==> config.mk <==
export PLATFORM = sky130hd
export DESIGN_NAME = mem_arbiter
export DESIGN_NICKNAME = d
export VERILOG_FILES = /design/src/rtl/mem_arbiter.sv
export SDC_FILE = /design/constraint.sdc
export NUM_CORES = 1
export LEC_CHECK = 0
export ABC_AREA = 1
export CORE_AREA = 2 2 103 105
export DETAILED_ROUTE_END_ITERATION = 6
export DIE_AREA = 0 0 105 107
export GPL_TIMING_DRIVEN = 0
export PLACE_DENSITY = 0.67
export SLEW_MARGIN = 20
export SYNTH_ARGS = -nofsm -noshare
export SYNTH_HDL_FRONTEND = slang
export SYNTH_SLANG_ARGS = --single-unit
==> constraint.sdc <==
create_clock -name CLK -period 2.8 [get_ports CLK]
set_input_delay 0.56 -clock CLK [delete_from_list [all_inputs] [get_ports CLK]]
set_output_delay 0.56 -clock CLK [all_outputs]
set_load 0.01 [all_outputs]
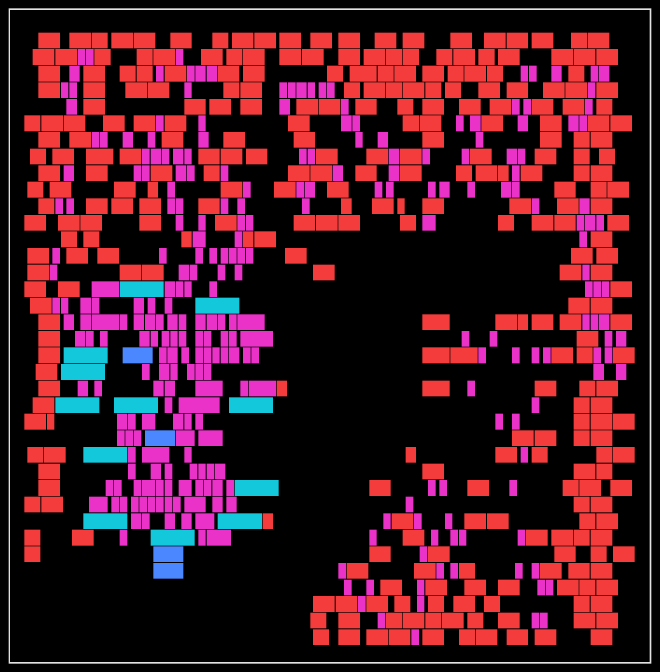
(run_1/class_map.png)
remaining buffers and delay cells: drawn in red, cells 313. remaining logic cells: drawn in magenta, cells 280. clock drivers and dummy loads: drawn in blue, cells 4. sequential cells: drawn in cyan, cells 12.
num rows: 37
core area: 10100 um2
Final Cell Area: 4640 um2

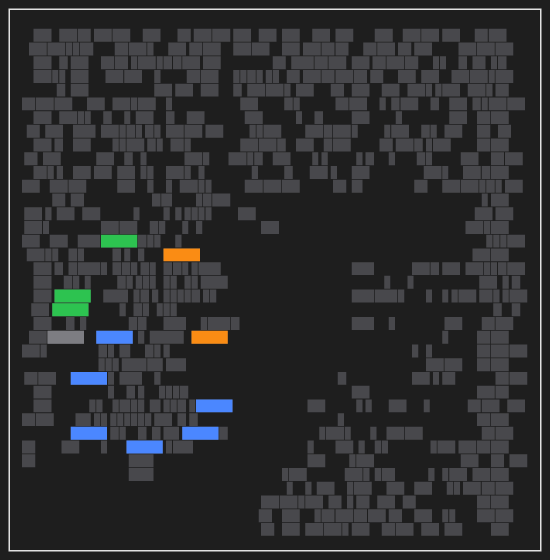
(run_1/ff_map.png)
Other sequential cells in the stronger grey, the rest of the logic in the fainter grey.
state_q: drawn in orange, placed flops 2. acc_cnt_q: drawn in blue, placed flops 6, where bottom left. d_streak_q: drawn in green, placed flops 3.
Another 1 sequential cells are not coloured.
Final Util: 46.0%
sequential cell area: 240 um2
sequential cell area share: 5.18%
sequential group power: 193 uW

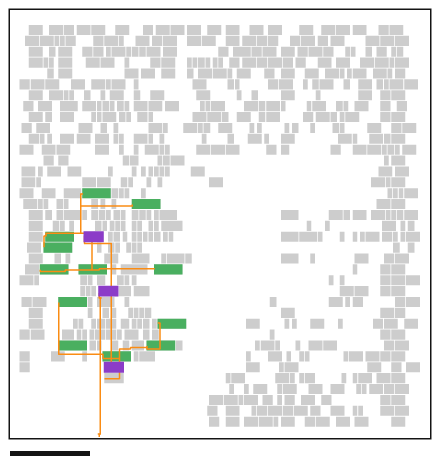
(run_1/clock_wires.png)
Bar = 20 um.
clock wires: drawn in orange, length 216 um. flip-flops: drawn in green, count 12. clock-net drivers: drawn in purple, count 3.
There are 4 routed clock nets.
Clk pwr share: 15.1%
P_clk: 196 uW
clk ins delay skew pair: 0.25 ns

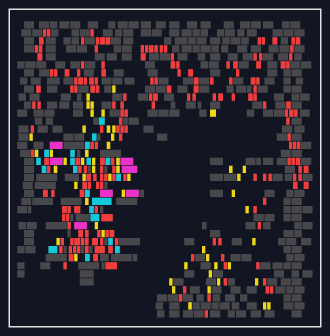
(run_1/gates.png)
fa/ha/maj cells: drawn in magenta, cells 7. inv cells: drawn in yellow, cells 53. aoi and oai cells: drawn in cyan, cells 20, where left middle. nand cells: drawn in red, cells 186, where widely spread.
Commonest Layout Cell: clkdlybuf4s50_1
fin cells: 745
logic share of the area: 22.7%

==> flow_summary.yaml, run 1 <==
# flow metrics
status:
  status: "completed"
grt:
  grt_util_all_layers_pct: 17.9
  grt.met1_usage_pct: 23.6
  overflow: 0
  antenna_found_initial: 0
  grt_pass1_wl_um: 15800
  grt_max_degree: 11
  grt_pass1_vias: 2980
  use_met3_pct: 5.11
sta:
  tns_ns: 0
  timing.final.crit_share_pct: 96.4
  setup_ws_ns: 0.102
  period_needed_ns: 2.70
  rsz0062_at_grt: "true"
  tightest_slew_ns: 0.538
  whs_ns: 0.499
  slew-limit-headroom_pct: 64.1
  timing.fmax_mhz: 371
  final_hold_viol_count: 0
  setup_viol: 0
critical_path:
  path_class: "reg2out"
  worstPathMaxFanout: 10
  critPathTopFamily: "buffers and inverters"
  crit_cells: 8
  r2r_slack_ns: 1.07
  cp-end-kind: "output port"
  crit_slowest_cell: "clkdlybuf4s50_1"
  crit_required_ns: 2.24
  crit_buf_inv: 5
  crit_chain: "inv_1, ha_1, buf_2, inv_4, clkbuf_4, nand3_1, nand2_1, clkdlybuf4s50_1"
  cpPeakStageDelay_ns: 0.56
drt:
  route.vias.total: 3052
  drt_iter0_markers: 216
  dr.max_layer_used: "met4"
  viasPerCell: 4.10
  wl_met1_um: 4720
  dr.pass1.iters: 6
  wirelength_um: 10800
clocking:
  cts_buffer_depth: 2
  cts_hold_buf: 0
  cts_root_buffer: "clkbuf_8"
  clock-sinks: 12
  numCtsBuffers: 3
  cts-htree-levels: 1
  post_cts_buffers: 0
finish:
  layout.nets: 751
  largestClassByArea: "buffers"
  signal_buffers: 313
  n_fill_cell: 1067
  n_antenna_cell: 0
  nMultiInputCombCells: 227
  final_cell_mix: "clkdlybuf4s50_1, nand2_1, buf_4"
  nClkBuffers: 4
  final-nonclk-buf-share_pct: 62.9
  drive_gt1_share_pct: 15.3
  largest_reg_flops: 6
  seq_cell_count: 12
  syn_to_final_growth_pct: 127
synth:
  ff_type: "dfxtp_1"
  largest_area_cell: "nand2_1"
  syn_area_per_cell_um2: 5.48
  synthTopCellsByCount: "nand2_1, buf_4, inv_1, nand3_1"
  edf_count: 0
  yosysWarnings: 0
  xor_area_share_pct: 0.428
  synthCells: 373
  ys_cells: 373
  ys_top_logic_family: "simple AND/OR/NAND/NOR gates"
  synth.area.top_cells: "nand2_1, buf_4, dfxtp_1, nand3_1, inv_1"
  ys_ff: 12
  async_flop_share_pct: 0
  synthSimpleGateAreaFrac_pct: 40.7
  top_cell: "nand2_1"
  ys_chip_area_um2: 2050
  synthAoiAreaFrac_pct: 5.99
  synthMuxAreaShare_pct: 0
  fp_nets: 514
power:
  total_power_uw: 1300
  comb_power_uw: 911
  power-top-group: "combinational cells"
  share_seq_of_total_power_pct: 14.8
  power.internal_uw: 825
  p_leak_uw: 0.00237
  powerDensity_nw_per_um2: 280
place:
  portBuffers: 233
  hpwl_um: 9340
  place_congestion: 0.836
hold_path:
  hold_depth: 2
  hp-class: "reg2reg"
floorplanning:
  fp_util_pct: 20.3
  io_pins: 267
  die_x_um: 105
  die-area_um2: 11200
run:
  drv_cap: 0
==> run_1/clock_nets.png <==
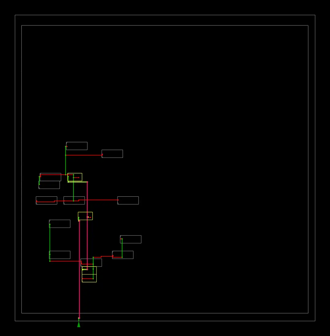

==> run 1 -> run 2 <==
- REMOVE_ABC_BUFFERS: not set -> 1
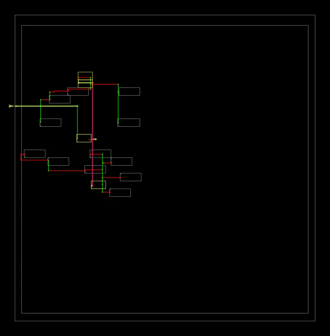
(run_2/clock_nets.png)
CTS buffer count: 3
clock skew: 0.00244 ns
Clock Sinks: 12
Flop Count: 12
Clock Buffer Count: 4

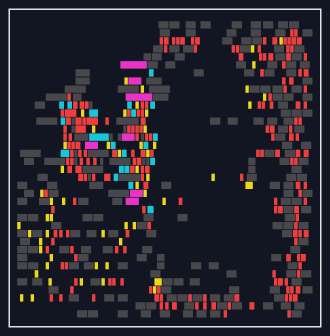
(run_2/gates.png)
nand cells: drawn in red, cells 186, where widely spread. fa/ha/maj cells: drawn in magenta, cells 7. inv cells: drawn in yellow, cells 54, where widely spread. aoi and oai cells: drawn in cyan, cells 20.
fin cells: 613
logic share of the area: 30.3%

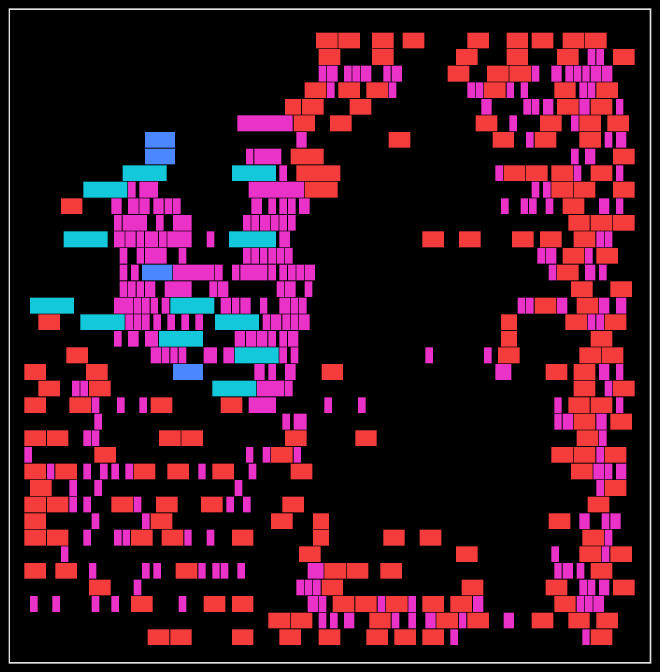
(run_2/class_map.png)
Final Util: 35.1%
sequential cell area share: 6.81%
Final Cell Area: 3550 um2

==> run 2 against run 1 <==
  * Critical path depth fell by 2
  * Clock power about the same
  * Wire length up 38%
  * Cell area shrank 24%
  * Worst hold slack got worse by 0.0091 ns
  * Synthesized cell count is the same
  * Clock-buffer cell count is the same
  * Non-clock buffer count shrank 135
  * Worst setup slack improved by 0.038 ns
  * Via count shrank 8.8%
  * Largest power group unchanged
  * Highest routed layer is now met5
==> flow_summary.yaml, run 2 <==
# flow metrics
synth:
  ys_ff: 12
  syn_area_per_cell_um2: 5.48
  ys_cells: 373
  synth.area.top_cells: "nand2_1, buf_4, dfxtp_1, nand3_1, inv_1"
  top_cell_area_share_pct: 24.8
  synthAdderAreaFrac_pct: 4.28
  synthSimpleGateAreaFrac_pct: 40.7
  ff_type: "dfxtp_1"
  ys_seq_share_pct: 11.7
  syn-cell-area_um2: 2050
  largest_area_cell: "nand2_1"
  ys_top_logic_family: "simple AND/OR/NAND/NOR gates"
  xor_area_share_pct: 0.428
  async_flop_share_pct: 0
  synthCells: 373
  ys_chip_area_um2: 2050
  edf_count: 0
  synth_cell_types: 20
  synthTopCellsByCount: "nand2_1, buf_4, inv_1, nand3_1"
  synthMuxAreaShare_pct: 0
  top_cell: "nand2_1"
  synthAoiAreaFrac_pct: 5.99
  yosysWarnings: 0
power:
  powerClk_uw: 193
  power_frac_comb_pct: 66.0
  share_seq_of_total_power_pct: 17.1
  power-top-group: "combinational cells"
  comb_power_uw: 754
  power.internal_uw: 706
  vdd_drop_max_mv: 0.141
  powerDensity_nw_per_um2: 322
  p_sw_uw: 436
  seq_power_uw: 196
  power.share.clock_pct: 16.9
  p_sw_share_pct: 38.2
  total_power_uw: 1140
  p_leak_uw: 0.00170
hold_path:
  hold_depth: 2
  hp-class: "reg2reg"
critical_path:
  crit_chain: "inv_1, ha_4, buf_8, nand3_1, nand2_1, clkdlybuf4s50_1"
  crit_buf_inv: 3
  cpPeakStageDelay_ns: 0.55
  r2r_slack_ns: 0.97
  critPathTopFamily: "buffers and inverters"
  rr_worst_depth: 8
  worstPathMaxFanout: 19
  path_class: "reg2out"
  start_kind: "register"
  crit_slowest_cell: "clkdlybuf4s50_1"
  crit_cells: 6
  cp_data_arrival_time_ns: 2.10
  crit_required_ns: 2.24
  cp-end-kind: "output port"
run:
  tool_warnings: 30
  drv_cap: 0
sta:
  whs_ns: 0.490
  slew_viol_final: 0
  setup_viol: 0
  final_hold_viol_count: 0
  timing.fmax_mhz: 376
  slew-limit-headroom_pct: 74.2
  period_needed_ns: 2.66
  setup_ws_ns: 0.140
  timing.final.crit_share_pct: 95.0
  tightest_slew_ns: 0.386
  rsz0062_at_grt: "false"
  tns_ns: 0
place:
  portBuffers: 170
  place_congestion: 0.898
  dpl_worst_slack_ns: -0.607
  place_inst: 598
  placed_area_um2: 3380
  hpwl_um: 11900
finish:
  largestClassByArea: "buffers"
  layout.nets: 617
  register_area_um2: 241
  drive_gt1_share_pct: 5.47
  nMultiInputCombCells: 227
  logic_area_um2: 1080
  final_cell_mix: "clkdlybuf4s50_1, nand2_1, inv_1"
  clk_share_pct: 1.55
  final-nonclk-buf-share_pct: 50.4
  syn_to_final_growth_pct: 73.4
  mostFrequentLayoutCell: "clkdlybuf4s50_1"
  signal_buffers: 178
  n_antenna_cell: 2
  inverters: 54
  n_fill_cell: 1100
  largest_reg_flops: 6
clocking:
  cts-htree-levels: 1
  post_cts_buffers: 6
  clk_pin_slew_ns: 0.05
  cts_hold_buf: 0
  cts_buffer_depth: 2
  cts_resized: 3
  cts_root_buffer: "clkbuf_8"
  cts_tree: "built"
  clk_latency_ns: 0.25
grt:
  grt_pass1_wl_um: 19900
  use_met2_pct: 37.8
  use_met3_pct: 17.7
  grt.met1_usage_pct: 26.1
  grt_util_all_layers_pct: 25.0
  antenna_found_initial: 2
  grt_max_degree: 37
  overflow: 0
  grt_pass1_vias: 2783
  grt.busiest_layer: "met2"
drt:
  route.vias.total: 2784
  dr.pass1.iters: 5
  wl_met3_um: 2500
  drc: 0
  wl_met2_um: 6180
  wirelength_um: 14900
  drt_iter0_markers: 318
  dr.max_layer_used: "met5"
  routedWlPerCell_um: 24.2
  viasPerCell: 4.54
  ant_nets: 0
  wl_met1_um: 5330
floorplanning:
  fp_util_pct: 20.3
  die_h_um: 107
  io_pins: 267
  die_x_um: 105
  tap-cell-count: 136
  die-area_um2: 11200
  rows: 37
  core-area_um2: 10100
status:
  status: "completed"
Power is estimated from default activity; no workload was simulated.
